### src/rtl/pkt_con_rx.sv
// pkt_con_rx: 14-link slave-side receiver, qos-first round-robin arbiter feeding a FIFO.
// The head entry carries {qos, type, src, tgt, data, port}; there is no bypass in either direction.
module pkt_con_rx #(
    parameter int SRC_W  = 6,
    parameter int TGT_W  = 6,
    parameter int DATA_W = 32,
    parameter int DEPTH  = 4
) (
    input  logic                clk,
    input  logic                rst,
    input  logic [6:0]          x_vld,
    input  logic [6:0]          y_vld,
    input  logic [6:0]          x_qos,
    input  logic [6:0]          y_qos,
    input  logic [6:0]          x_type,
    input  logic [6:0]          y_type,
    input  logic [7*SRC_W-1:0]  x_src,
    input  logic [7*SRC_W-1:0]  y_src,
    input  logic [7*TGT_W-1:0]  x_tgt,
    input  logic [7*TGT_W-1:0]  y_tgt,
    input  logic [7*DATA_W-1:0] x_data,
    input  logic [7*DATA_W-1:0] y_data,
    output logic [6:0]          x_rdy,
    output logic [6:0]          y_rdy,
    output logic                out_vld,
    output logic                out_qos,
    output logic                out_type,
    output logic [SRC_W-1:0]    out_src,
    output logic [TGT_W-1:0]    out_tgt,
    output logic [DATA_W-1:0]   out_data,
    output logic [3:0]          out_port,
    input  logic                out_rdy
);
    localparam int EW = 6 + SRC_W + TGT_W + DATA_W;
    localparam int AW = $clog2(DEPTH);
    localparam int CW = $clog2(DEPTH + 1);
    logic [13:0] req, qos, typ, hi, cand, rdy;
    logic [14*SRC_W-1:0] src_all;
    logic [14*TGT_W-1:0] tgt_all;
    logic [14*DATA_W-1:0] data_all;
    logic [3:0] rr_ptr, win;
    logic found, full, push, pop;
    logic [CW-1:0] count;
    logic [AW-1:0] wr_ptr, rd_ptr;
    logic [EW-1:0] mem [DEPTH];
    function automatic logic [3:0] wrap(input logic [4:0] s);
        return s >= 5'd14 ? 4'(s - 5'd14) : s[3:0];
    endfunction
    assign req      = {y_vld, x_vld};
    assign qos      = {y_qos, x_qos};
    assign typ      = {y_type, x_type};
    assign src_all  = {y_src, x_src};
    assign tgt_all  = {y_tgt, x_tgt};
    assign data_all = {y_data, x_data};
    assign hi       = req & qos;
    assign cand     = |hi ? hi : req;
    // Scan downward so the nearest candidate at or above rr_ptr is written last.
    always_comb begin
        win   = '0;
        found = 1'b0;
        for (int k = 13; k >= 0; k--) begin
            if (cand[wrap(5'(rr_ptr) + 5'(k))]) begin
                win   = wrap(5'(rr_ptr) + 5'(k));
                found = 1'b1;
            end
        end
    end
    assign full           = count == CW'(DEPTH);
    assign push           = found & ~full & ~rst;
    assign rdy            = push ? 14'(1) << win : '0;
    assign {y_rdy, x_rdy} = rdy;
    assign out_vld        = count != '0;
    assign pop            = out_vld & out_rdy;
    always_ff @(posedge clk or posedge rst) begin
        if (rst) begin
            rr_ptr <= '0;
            wr_ptr <= '0;
            rd_ptr <= '0;
            count  <= '0;
        end else begin
            if (push) begin
                rr_ptr <= wrap(5'(win) + 5'd1);
                wr_ptr <= wr_ptr + AW'(1);
            end
            if (pop) rd_ptr <= rd_ptr + AW'(1);
            count <= count + CW'(push) - CW'(pop);
        end
    end
    always_ff @(posedge clk) begin
        if (push) mem[wr_ptr] <= {qos[win], typ[win], src_all[win*SRC_W +: SRC_W],
                                  tgt_all[win*TGT_W +: TGT_W], data_all[win*DATA_W +: DATA_W], win};
    end
    assign {out_qos, out_type, out_src, out_tgt, out_data, out_port} = mem[rd_ptr];
endmodule
### config.mk
export PLATFORM = sky130hd
export DESIGN_NAME = pkt_con_rx
export DESIGN_NICKNAME = d
export VERILOG_FILES = /design/src/rtl/pkt_con_rx.sv
export SDC_FILE = /design/constraint.sdc
export NUM_CORES = 1
export LEC_CHECK = 0
export CAP_MARGIN = 30
export CELL_PAD_IN_SITES_DETAIL_PLACEMENT = 1
export CELL_PAD_IN_SITES_GLOBAL_PLACEMENT = 1
export CORE_AREA = 2 2 280 282
export DETAILED_ROUTE_END_ITERATION = 7
export DIE_AREA = 0 0 282 284
export PLACE_DENSITY_LB_ADDON = 0.12
export SETUP_SLACK_MARGIN = 0.3
export SLEW_MARGIN = 20
export SYNTH_ARGS = -nofsm -noshare
export SYNTH_HDL_FRONTEND = slang
export SYNTH_SLANG_ARGS = --single-unit
### constraint.sdc
create_clock -name clk -period 15.8 [get_ports clk]
set_input_delay 3.16 -clock clk [delete_from_list [all_inputs] [get_ports clk]]
set_output_delay 3.16 -clock clk [all_outputs]
set_load 0.005 [all_outputs]
==> results_slide.txt, run 1 <==
Implementation Results

Status
  – Run status: finished, final reports clean

Final timing
  – Final max-slew violation count: 0
  – RSZ-0062 raised after global routing: false
  – Final count of negative-setup-slack endpoints: 0
  – Part of the cycle the worst path needs: 76.6%
  – Fin crit period: 12110 ps
  – Worst-case hold slack: 543 ps
  – Max transition margin: 35.2%
  – Fmax: 82.6 MHz
  – Count of final hold-check violations: 0

Logic synthesis
  – Adder Area Share: 2.63%
  – Yosys Instances: 1873
  – Yosys-reported design area after synthesis: 18200 sq um
  – Mapped Area: 18200 sq um
  – Multiplexer fraction of the synthesized cell area: 20.3%
  – Aoi/oai-family share of the synthesized area: 18.5%
  – Synth Net Count: 2571
  – Yosys synthesis warning count: 0
  – Cell type with the largest total area after synthesis: edfxtp_1
  – Dominant kind of combinational cell: multiplexers
  – Syn avg cell area: 9.71 sq um
  – Proportion of synthesized chip area in sequential cells: 34.5%
  – Biggest area contributors in the synthesized netlist: edfxtp_1 33%, mux4_2 10%, nand2_1 7.3%, mux2i_1 6.3%, a21oi_1 3.8%
  – Share of async-settable or async-resettable flops after synthesis: 5.21%
  – Simple-gate share of the synthesized area: 17.8%
  – Top area contributor share: 33.0%
  – Top cells by count: 355 x nand2_1, 200 x edfxtp_1, 139 x a21oi_1
  – Post-synth EDFFs: 200
  – Post-Synth XOR/XNOR Area: 1.30%

Layout
  – Final non-clock buffer share: 27.8%
  – Top cell category: multi-input combinational cells
  – Sequential cell count: 211
  – Commonest Layout Cell: clkdlybuf4s50_1
  – Count of nets after finishing: 3207
  – Multi-In Gates: 1488
  – Filler-free cell count of the finished design: 3584
  – Comb/total area: 40.9%

GRT
  – Initial antenna violation count: 24
  – Met3 GRT Util: 5.15%
  – GRT busiest layer: met2
  – Met1 Resource Use GR: 32.1%
  – Vias in the first global route: 19622
  – Met2 global-route usage: 41.6%

Placement
  – Post-DP HPWL: 82500 um
  – Placed Instances: 3525
  – Setup Slack @ Placement: 3810 ps
  – Area after DPL: 26300 sq um
  – GP Congestion: 0.970

Clock network
  – Clock slew at reported path FFs: 60 ps
  – Clock buffers created by TritonCTS: 22
  – Count of cells resized by post-cts repair: 0
  – Maximum buffer depth of the clock tree: 3
  – Post-CTS Hold Buffers: 0

Detailed routing
  – Antenna-violating nets left: 0
  – Mean number of vias per cell: 5.25
  – Met1 Routed Length: 45000 um
  – First-iteration detailed-routing DRC count: 1316
  – DR WL met2: 49600 um
  – Total via count after detailed routing: 18821

Worst setup path
  – Maximum fanout along the worst path: 46
  – Slowest cell delay on critical path: 790 ps
  – Worst path top cell family by delay: buffers and inverters
  – Cell with the biggest individual delay on the critical path: and4_1
  – Combined buffer and inverter count along the critical path: 4
  – Type of destination of the critical path: primary output

Floorplan
  – Chip Footprint: 80100 sq um
  – Die outline width: 282 um

Job
  – Number of max-capacitance violations reported: 0
[run 1: registers in the layout (all words and copies together) (netlist names)]
| register | count |
|---|---|
| mem | 200 |
| rr_ptr | 4 |
| rd_ptr | 2 |
| wr_ptr | 2 |
| count | 3 |
[run 1: final timing paths]
check,to,start,slack [ps],cells past startpoint
min in group asynchronous,rr_ptr[3]$_DFFE_PP0P_,rst,3020,2
hold reg to reg,wr_ptr[0]$_DFFE_PP0P_,wr_ptr[0]$_DFFE_PP0P_,540,1
setup reg to reg,mem[0][7]$_DFFE_PP_,rr_ptr[1]$_DFFE_PP0P_,7550,22
hold / removal,wr_ptr[0]$_DFFE_PP0P_,wr_ptr[0]$_DFFE_PP0P_,540,1
setup / recovery,x_rdy[3],x_vld[1],3690,14
max in group asynchronous,rd_ptr[0]$_DFFE_PP0P_,rst,12440,2
==> run_1/clock_wires.png <==
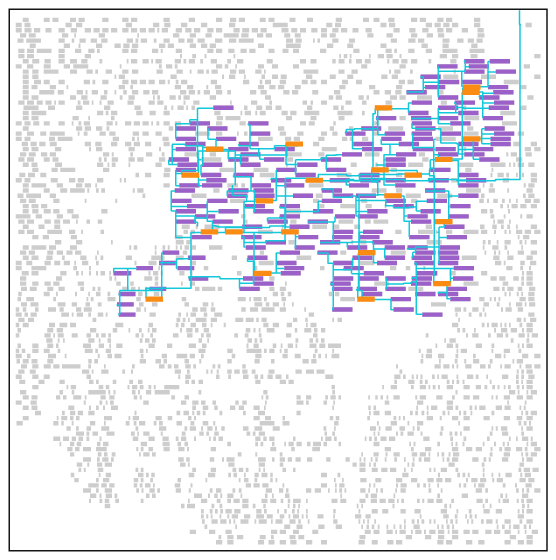
flip-flops: marked purple, count 211. clock-net drivers: marked orange, count 22. clock wires: marked cyan, length 2720 um.
There are 23 routed clock nets.
setup clock skew after layout: 8.65 ps
clock latency on the worst-skew pair: 520 ps

==> run_1/ff_map.png <==
Scale bar: 100 um.
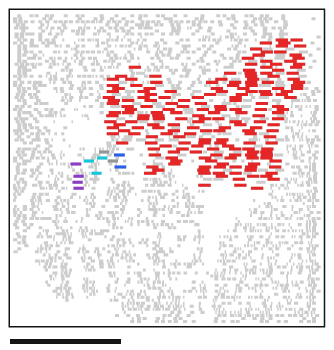
`rd_ptr`: marked blue, placed flops 2. `mem`: marked red, placed flops 200. `rr_ptr`: marked purple, placed flops 4, where middle left. `count`: marked cyan, placed flops 3.
Another 2 sequential cells are not coloured.
final core area utilization: 35.1%
combined flip-flop and latch cell area: 6290 sq um
flop share of the area: 23.3%

==> run_1/sizing.png <==
Scale bar: 100 um.
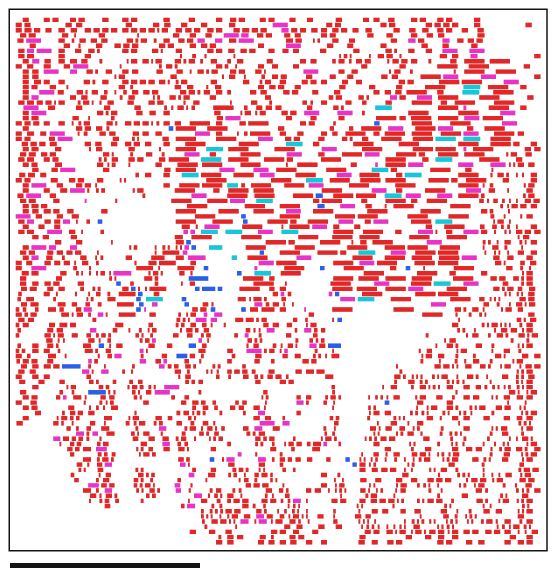
x3 and x4: marked blue, cells 40, share 1.6%. x6 and larger: marked cyan, cells 27, share 1.1%. x1 and smaller: marked red, cells 2292, share 91%. x2: marked magenta, cells 165, share 6.5%.
signed area change from the synthesized netlist to the final layout: 48.3%
number of ordinary and repair buffers in the finished layout: 755
final instance area: 27000 sq um
post-route worst setup slack: 3690 ps

==> run_1/class_map.png <==
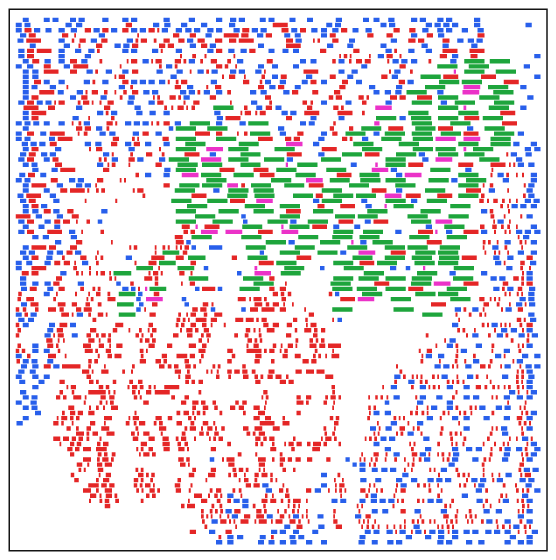
registers: marked green, cells 211, share of their area 25%. remaining buffers and delay cells: marked blue, cells 755, share of their area 29%. clock drivers and dummy loads: marked magenta, cells 39, share of their area 2.7%. remaining logic cells: marked red, cells 1519, share of their area 44%.
core footprint: 77000 sq um
standard-cell rows: 102

--- run 2 (diff from run 1) ---
CORE_AREA = 2 2 284 286   (was 2 2 280 282)
DIE_AREA = 0 0 286 288   (was 0 0 282 284)
clock period = 11.3 ns   (was 15.8 ns; I/O delays follow)
==> run_2/ff_map.png <==
Scale bar: 100 um.
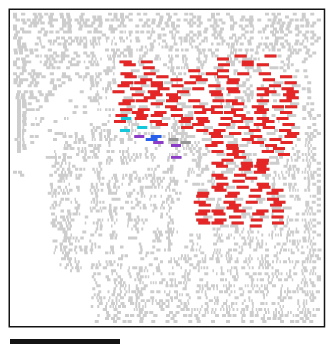
`count`: marked cyan, placed flops 3. `rr_ptr`: marked purple, placed flops 4, where centre. `mem`: marked red, placed flops 200. `rd_ptr`: marked blue, placed flops 2.
final core area utilization: 34.0%
flop share of the area: 23.2%

==> results_slide.txt, run 2 <==
Implementation Results

Worst setup path
  – Worst R2R Path Depth: 18
  – Termination of the worst setup path: x_rdy[3]
  – Worst r2r dst: mem[2][21]$_DFFE_PP_
  – Maximum fanout along the worst path: 13
  – Launching point of the worst reg2reg path: rr_ptr[1]$_DFFE_PP0P_
  – Register-to-register path setup slack: 3760 ps
  – Critical path startpoint: x_vld[1]
  – Slowest cell delay on critical path: 880 ps
  – Type of destination of the critical path: primary output

Logic synthesis
  – Yosys Instances: 1873
  – Synth Net Count: 2571
  – Post-synth EDFFs: 200
  – Yosys-reported design area after synthesis: 18200 sq um
  – Biggest area contributors in the synthesized netlist: edfxtp_1 33%, mux4_2 10%, nand2_1 7.3%, mux2i_1 6.3%, a21oi_1 3.8%
  – Multiplexer fraction of the synthesized cell area: 20.3%
  – Top area contributor share: 33.0%
  – Proportion of synthesized chip area in sequential cells: 34.5%
  – Post-Synth XOR/XNOR Area: 1.30%
  – Share of async-settable or async-resettable flops after synthesis: 5.21%
  – Syn avg cell area: 9.71 sq um
  – Adder Area Share: 2.63%
  – Simple-gate share of the synthesized area: 17.8%
  – Dominant kind of combinational cell: multiplexers
  – Aoi/oai-family share of the synthesized area: 18.5%

Detailed routing
  – Antenna-violating nets left: 0
  – Mean number of vias per cell: 5.18
  – First-iteration detailed-routing DRC count: 1364

Layout
  – Filler-free cell count of the finished design: 3600
  – Count of nets after finishing: 3211
  – Flip-flop count of the largest register, all copies and words added: 200
  – Largest register by flop count: mem
  – Leading registers by flop count: mem (200), rr_ptr (4), count (3)
  – Signed area change from the synthesized netlist to the final layout: 49.0%
  – Final instance area: 27100 sq um

Final timing
  – Part of the cycle the worst path needs: 89.6%
  – Count of final hold-check violations: 0
  – Fmax: 98.8 MHz
  – Final max-slew violation count: 0
  – Post-route worst setup slack: 1180 ps
  – Final count of negative-setup-slack endpoints: 0
  – Fin crit period: 10120 ps
  – Setup clock skew after layout: 18.6 ps
  – RSZ-0062 raised after global routing: false

GRT
  – Maximum number of pins on one net before global-route repair: 147
  – Initial antenna violation count: 16
  – Vias in the first global route: 19153
  – Met1 Resource Use GR: 32.3%
  – Met2 global-route usage: 39.6%
  – GRT busiest layer: met2
  – Met3 GRT Util: 3.40%

Status
  – Run status: finished, final reports clean

Clock network
  – Clock latency on the worst-skew pair: 520 ps
  – Count of cells resized by post-cts repair: 0
  – Post-CTS Hold Buffers: 0
  – Clock buffers created by TritonCTS: 24
  – Maximum buffer depth of the clock tree: 3

Placement
  – GP Congestion: 0.856
  – Area after DPL: 26300 sq um
  – Post-DP HPWL: 81200 um
  – Setup Slack @ Placement: 1320 ps

Min path
  – End point of the most critical hold path: wr_ptr[0]$_DFFE_PP0P_
  – Hold Path Cell Cnt: 1

Floorplan
  – Floorplan utilization: 22.8%
  – Core footprint: 79600 sq um
[run 2: final cells by class]
| cell class | instances | area (sq um) |
|---|---|---|
| Sequential cell | 211 | 6290 |
| Inverter | 31 | 121 |
| Antenna cell | 11 | 27.5 |
| Timing Repair Buffer | 757 | 7530 |
| Tap cell | 1060 | 1330 |
| Clock inverter | 11 | 116 |
| Multi-Input combinational cell | 1488 | 11100 |
| Clock buffer | 31 | 647 |
| Fill cell | 9035 | 52500 |
[run 2: critical path, delay by kind of cell]
kind            cells  cell delay, ps
compound gates      5            2410
buf+inv             3            1430
fa+ha+maj           1             220
simple gates        5            1520
[run 2: metal layers]
| metal | part of all wire, % | routed length, um |
|---|---|---|
| met1 | 45 | 45400 |
| met3 | 5.4 | 5510 |
| met4 | 1.0 | 1030 |
| met2 | 49 | 49600 |
| met5 | 0.047 | 48 |
